--- src/rtl/xtimer_pkg.sv ---
// Shared definitions for the xtimer peripheral: bus geometry, register map,
// CTRL/STATUS bit positions and the timer FSM state type.
package xtimer_pkg;

    localparam logic [31:0] TIMER_BASE   = 32'h0000_1000;
    localparam int          TIMER_ADDR_W = 2;

    localparam logic [TIMER_ADDR_W-1:0] TIMER_CTRL   = 2'd0;
    localparam logic [TIMER_ADDR_W-1:0] TIMER_LOAD   = 2'd1;
    localparam logic [TIMER_ADDR_W-1:0] TIMER_COUNT  = 2'd2;
    localparam logic [TIMER_ADDR_W-1:0] TIMER_STATUS = 2'd3;

    localparam int CTRL_START     = 0;
    localparam int CTRL_STOP      = 1;
    localparam int CTRL_AUTO      = 2;
    localparam int STATUS_EXPIRED = 0;
    localparam int STATUS_RUNNING = 1;

    typedef enum logic [1:0] {
        ST_IDLE = 2'd0,
        ST_RUN  = 2'd1,
        ST_DONE = 2'd2
    } state_e;

endpackage

--- src/rtl/xtimer_prescaler.sv ---
// Tick generator for xtimer: one-cycle tick every PRESC_DIV enabled cycles.
// Dropping en clears the phase so every enable period starts from zero.
module xtimer_prescaler #(
    parameter int PRESC_DIV = 100
) (
    input  logic clk,
    input  logic rst,
    input  logic en,
    output logic tick
);

    localparam int PW = (PRESC_DIV > 1) ? $clog2(PRESC_DIV) : 1;
    localparam logic [PW-1:0] LAST = PW'(PRESC_DIV - 1);

    logic [PW-1:0] cnt_r;

    assign tick = en && (cnt_r == LAST);

    // Phase counter: runs only while enabled, wraps after the tick cycle
    always_ff @(posedge clk) begin
        if (rst) begin
            cnt_r <= PW'(0);
        end else if (!en || tick) begin
            cnt_r <= PW'(0);
        end else begin
            cnt_r <= cnt_r + PW'(1);
        end
    end

endmodule

--- src/rtl/xtimer.sv ---
// Memory-mapped prescaled up-counter with compare, expiry flag and level irq.
// Optional feature macro: XTIMER_AUTORELOAD_EN (CTRL bit 2 = periodic mode).
module xtimer
    import xtimer_pkg::*;
#(
    parameter int CNT_W     = 32,
    parameter int PRESC_DIV = 100,
    parameter int DATA_W    = 32
) (
    input  logic                    clk,
    input  logic                    rst,
    input  logic                    sel,
    input  logic                    we,
    input  logic [TIMER_ADDR_W-1:0] addr,
    input  logic [DATA_W-1:0]       data_in,
    output logic [DATA_W-1:0]       data_out,
    output logic                    irq
);

    state_e             state_r;
    logic [CNT_W-1:0]   count_r;
    logic [CNT_W-1:0]   load_r;
    logic               expired_r;
    logic               auto_s;
    logic               wr_s;
    logic               ctrl_wr_s;
    logic               start_s;
    logic               stop_s;
    logic               clr_s;
    logic               presc_en_s;
    logic               tick_s;
    logic               match_s;
    logic               unused_s;

    assign wr_s      = sel && we;
    assign ctrl_wr_s = wr_s && (addr == TIMER_CTRL);
    assign stop_s    = ctrl_wr_s && data_in[CTRL_STOP];
    assign start_s   = ctrl_wr_s && data_in[CTRL_START] && !data_in[CTRL_STOP];
    assign clr_s     = wr_s && (addr == TIMER_STATUS) && data_in[STATUS_EXPIRED];
    assign unused_s  = ^data_in;

    // Any start or stop resets the prescaler phase, as does leaving RUN
    assign presc_en_s = (state_r == ST_RUN) && !start_s && !stop_s;
    assign match_s    = (state_r == ST_RUN) && tick_s && (count_r == load_r);
    assign irq        = expired_r;

    xtimer_prescaler #(
        .PRESC_DIV (PRESC_DIV)
    ) u_prescaler (
        .clk  (clk),
        .rst  (rst),
        .en   (presc_en_s),
        .tick (tick_s)
    );

`ifdef XTIMER_AUTORELOAD_EN
    logic auto_r;

    // Autoreload mode bit follows every CTRL write
    always_ff @(posedge clk) begin
        if (rst) begin
            auto_r <= 1'b0;
        end else if (ctrl_wr_s) begin
            auto_r <= data_in[CTRL_AUTO];
        end else begin
            auto_r <= auto_r;
        end
    end

    assign auto_s = auto_r;
`else
    assign auto_s = 1'b0;
`endif

    // Timer FSM, COUNT/LOAD registers and expiry flag
    always_ff @(posedge clk) begin
        if (rst) begin
            state_r   <= ST_IDLE;
            count_r   <= CNT_W'(0);
            load_r    <= CNT_W'(0);
            expired_r <= 1'b0;
        end else begin
            if (wr_s && (addr == TIMER_LOAD)) begin
                load_r <= data_in[CNT_W-1:0];
            end

            // Expiry beats a same-cycle clear
            if (match_s) begin
                expired_r <= 1'b1;
            end else if (clr_s) begin
                expired_r <= 1'b0;
            end

            case (state_r)
                ST_IDLE, ST_DONE: begin
                    if (start_s) begin
                        state_r <= ST_RUN;
                        count_r <= CNT_W'(0);
                    end
                end
                ST_RUN: begin
                    if (start_s) begin
                        count_r <= CNT_W'(0);
                    end else if (match_s) begin
                        if (auto_s) begin
                            count_r <= CNT_W'(0);
                        end else begin
                            state_r <= ST_DONE;
                        end
                    end else if (tick_s) begin
                        count_r <= count_r + CNT_W'(1);
                    end
                end
                default: begin
                    state_r <= ST_IDLE;
                end
            endcase

            if (stop_s) begin
                state_r <= ST_IDLE;
            end
        end
    end

    // Register read mux; unused bits read as zero
    always_comb begin
        data_out = {DATA_W{1'b0}};
        case (addr)
            TIMER_CTRL:   data_out[CTRL_AUTO] = auto_s;
            TIMER_LOAD:   data_out[CNT_W-1:0] = load_r;
            TIMER_COUNT:  data_out[CNT_W-1:0] = count_r;
            TIMER_STATUS: begin
                data_out[STATUS_EXPIRED] = expired_r;
                data_out[STATUS_RUNNING] = (state_r == ST_RUN);
            end
            default:      data_out = {DATA_W{1'b0}};
        endcase
    end

endmodule

--- config.mk ---
export PLATFORM = sky130hd
export DESIGN_NAME = xtimer
export DESIGN_NICKNAME = d
export VERILOG_FILES = /design/src/rtl/xtimer_pkg.sv /design/src/rtl/xtimer_prescaler.sv /design/src/rtl/xtimer.sv
export SDC_FILE = /design/constraint.sdc
export NUM_CORES = 1
export LEC_CHECK = 0
export CAP_MARGIN = 20
export CORE_ASPECT_RATIO = 0.7
export CORE_MARGIN = 3
export CORE_UTILIZATION = 40
export CTS_CLUSTER_SIZE = 8
export DETAILED_ROUTE_END_ITERATION = 10
export PLACE_DENSITY = 0.61
export SLEW_MARGIN = 20
export SYNTH_ARGS = -nofsm -noshare
export SYNTH_HDL_FRONTEND = slang
export SYNTH_SLANG_ARGS = --single-unit
--- constraint.sdc ---
create_clock -name clk -period 1.9 [get_ports clk]
set_input_delay 0.38 -clock clk [delete_from_list [all_inputs] [get_ports clk]]
set_output_delay 0.38 -clock clk [all_outputs]
set_load 0.005 [all_outputs]
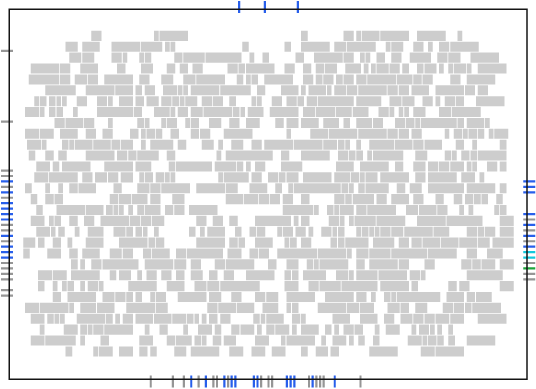
(pin map)
Scale: 4 px per micron. Pins as bars across the die edge, other pins in gray.
Key: blue = data_out [pins 32, direction output, edge 12 bottom, 10 left, 7 right, 3 top]; green = we [pins 1, direction input, edge right]; cyan = addr [pins 2, direction input, edge right]
All pins by edge: 27 bottom, 25 left, 16 right, 3 top.

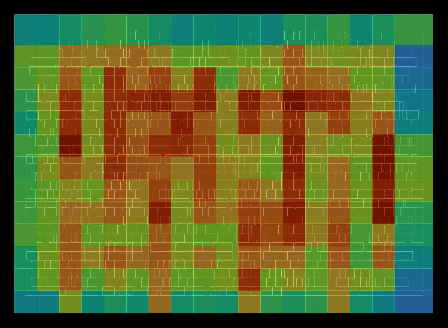
(routing congestion map)
met1 Use GR: 39.8%
Global Route met2 Usage: 45.7%

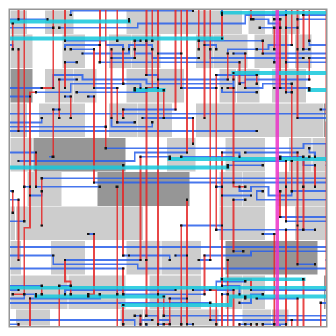
(close-up of the layout)
Region (52, 15) to (77, 40) microns. Cells in gray, sequential cells in the stronger gray; small squares are vias.
Key: magenta = M4; blue = M1; red = M2; cyan = M3
Netlist names of flops here include count_r (2), load_r (1). Most frequent: buf_4 (8). Sequential cells in the window: 3. 44 logic cells have their middle in the window.

==> Slide: Implementation Results <==
Implementation Results

Critical path
  – Max FO, Critical Path: 8
  – CP endpoint kind: register
  – Worst Path Arrival: 2600 ps
  – Startpoint Class: register
  – WP data required: 2180 ps
  – Critical setup path kind: register to register

Cells and area
  – Final Non-Filler Cells: 864
  – Flop share of the area: 21.6%
  – Logic area: 2950 sq um
  – Final Net Count: 776
  – Layout cells sized above 1: 37.8%
  – Clock network area share: 4.43%
  – # clk buffers: 10
  – Inverters: 7
  – Top cells excl fill/tap: buf_4, nand2_1, dfxtp_1, a21oi_1
  – Non-clk buf share: 28.4%
  – Area growth syn-to-layout: 62.5%
  – N_diodes: 0
  – Top cell excl fill/tap: buf_4
  – Area-dominant cell class after layout: logic gates
  – Register area: 1490 sq um
  – Comb_multi_in: 423
  – Logic share of the area: 42.8%

Die
  – Die Wd: 129 microns
  – Die y size: 92.2 microns
  – Well Taps: 128
  – Die Size: 11900 sq um
  – Number of I/O pins: 71

Global route
  – Pin count of the biggest net entering global routing: 46
  – Vias in the first global route: 4902
  – Met3 GRT Util: 5.76%
  – Overflow after GRT: 0
  – Gr usage total: 28.8%

Detailed routing
  – Post-route ant nets: 0
  – Vias per inst: 5.67
  – DRC violation count after routing: 0
  – Via count: 4903
  – Routed WL: 16900 microns
  – Pre-Repair DR Iteration Count: 6
  – DR iter-0 viols: 456

Placement
  – HPWL Detailed: 11400 microns
  – I/O Buffers: 70
  – Placed Instances: 833
  – Gpl congestion: 0.941

Logic synthesis
  – Mapped Nets: 595
  – Top cells by count, synth: nand2_1, dfxtp_1, a21oi_1
  – Synth Area in Simple Gates: 29.1%
  – EDFF count, synth: 0
  – Most common reg cell: dfxtp_1
  – Yosys warnings: 0
  – Yosys adder share: 2.06%
  – Cell Area, Synth: 4240 sq um
  – Synth Area in XOR/XNOR: 7.64%
  – Post-Synth AOI/OAI Area: 20.8%
  – Distinct cell type count after synthesis: 46
  – Seq share, synth: 34.9%
  – Largest area contributor in the netlist: dfxtp_1
  – Main area contributors: dfxtp_1, nand2_1, a21oi_1
  – Post-synthesis async set-or-reset flop share: 0%
  – Top-area cell share: 34.9%
  – Yosys cell count: 550
  – MUX share of area: 0.236%
  – Count leader, synth: nand2_1
  – Syn_area_per_cell: 7.71 sq um
  – Synth Instances: 550

Final timing
  – Unrepaired setup endpoints after global routing: true
  – Final Cycle Share: 122%
  – Worst Tran Pin Value: 609 ps
  – Final setup vio count: 36
  – Min cycle time layout: 2320 ps
  – Hold WS: 459 ps
  – Slew Viols, Final: 0
  – Setup ws final: -422 ps
  – F_max: 0.431 GHz

Clock network
  – # Post-CTS Setup Buffers: 9
  – Worst-Skew Late Latency: 350 ps
  – Hold Buf Count CTS: 0
  – Post-cts sizing count: 188
  – Inserted Clock Buffers: 9
  – Reg clk slew, reported paths: 60 ps
  – Root buf cell: clkbuf_16
  – H-tree levels: 3
  – Clk sinks: 74

Pwr
  – Total Power: 3.85 mW
  – Power Density: 558 nW/um^2
  – Sequential share of power: 41.0%
  – Internal power: 2.89 mW
  – Sw frac: 24.9%
  – Combinational share of power: 13.1%
  – Clk pwr share: 45.9%

Run status
  – Outcome: finished with violations
  – Failing checks: setup timing

Run
  – Tool warnings: 33
  – Max-capacitance violation count: 0

Worst hold path
  – Hold Crit Class: register to register
==> path summary, 6_finish.rpt <==
path | start | endpoint | slack (ps) | cells past startpoint
min | u_prescaler.cnt_r[0]$_SDFF_PP0_ | u_prescaler.cnt_r[0]$_SDFF_PP0_ | 460 | 1
min reg2reg | u_prescaler.cnt_r[0]$_SDFF_PP0_ | u_prescaler.cnt_r[0]$_SDFF_PP0_ | 460 | 1
max | load_r[17]$_SDFFE_PP0P_ | count_r[30]$_SDFFE_PP0P_ | -420 | 9
max reg2reg | load_r[17]$_SDFFE_PP0P_ | count_r[30]$_SDFFE_PP0P_ | -420 | 9
==> per-stage QoR <==
stage,cell area [sq um],worst slack [ps]
2_1_floorplan,4260,-7.95
6_report,6890,-422
3_5_place_dp,5980,-863
4_1_cts,6780,-302
5_1_grt,6890,-533
3_3_place_gp,5980,-808
==> flip-flops by register name, summed over array words and instances (netlist names) <==
| signal | flops |
|---|---|
| state_r | 2 |
| u_prescaler.cnt_r | 7 |
| load_r | 32 |
| irq | 1 |
| count_r | 32 |
==> power groups by stage <==
stage / clock (mW) / sequential, mW / combinational, mW
6_report: 1.76 / 1.58 / 0.505
5_1_grt: 1.86 / 1.58 / 0.534
4_1_cts: 1.78 / 1.58 / 0.487
3_5_place_dp: 0 / 1.61 / 0.387
3_3_place_gp: 0 / 1.61 / 0.382
2_1_floorplan: 0 / 1.61 / 0.153
==> worst max-delay path: stages, from the launching register on <==
cell,delay (ps)
dfxtp_2,320
xor2_1,160
nor4_2,300
buf_4,170
nand4_1,210
nor3b_2,340
buf_4,170
a31o_4,260
o211a_1,230
o21bai_1,110
==> per-layer routing <==
layer / wire [microns] / vias up
met5: 0 / -
met2: 7710 / 230
met4: 304 / 0
met1: 7590 / 2334
met3: 1290 / 28
li1: - / 2311
Power and IR drop assume default switching activity.
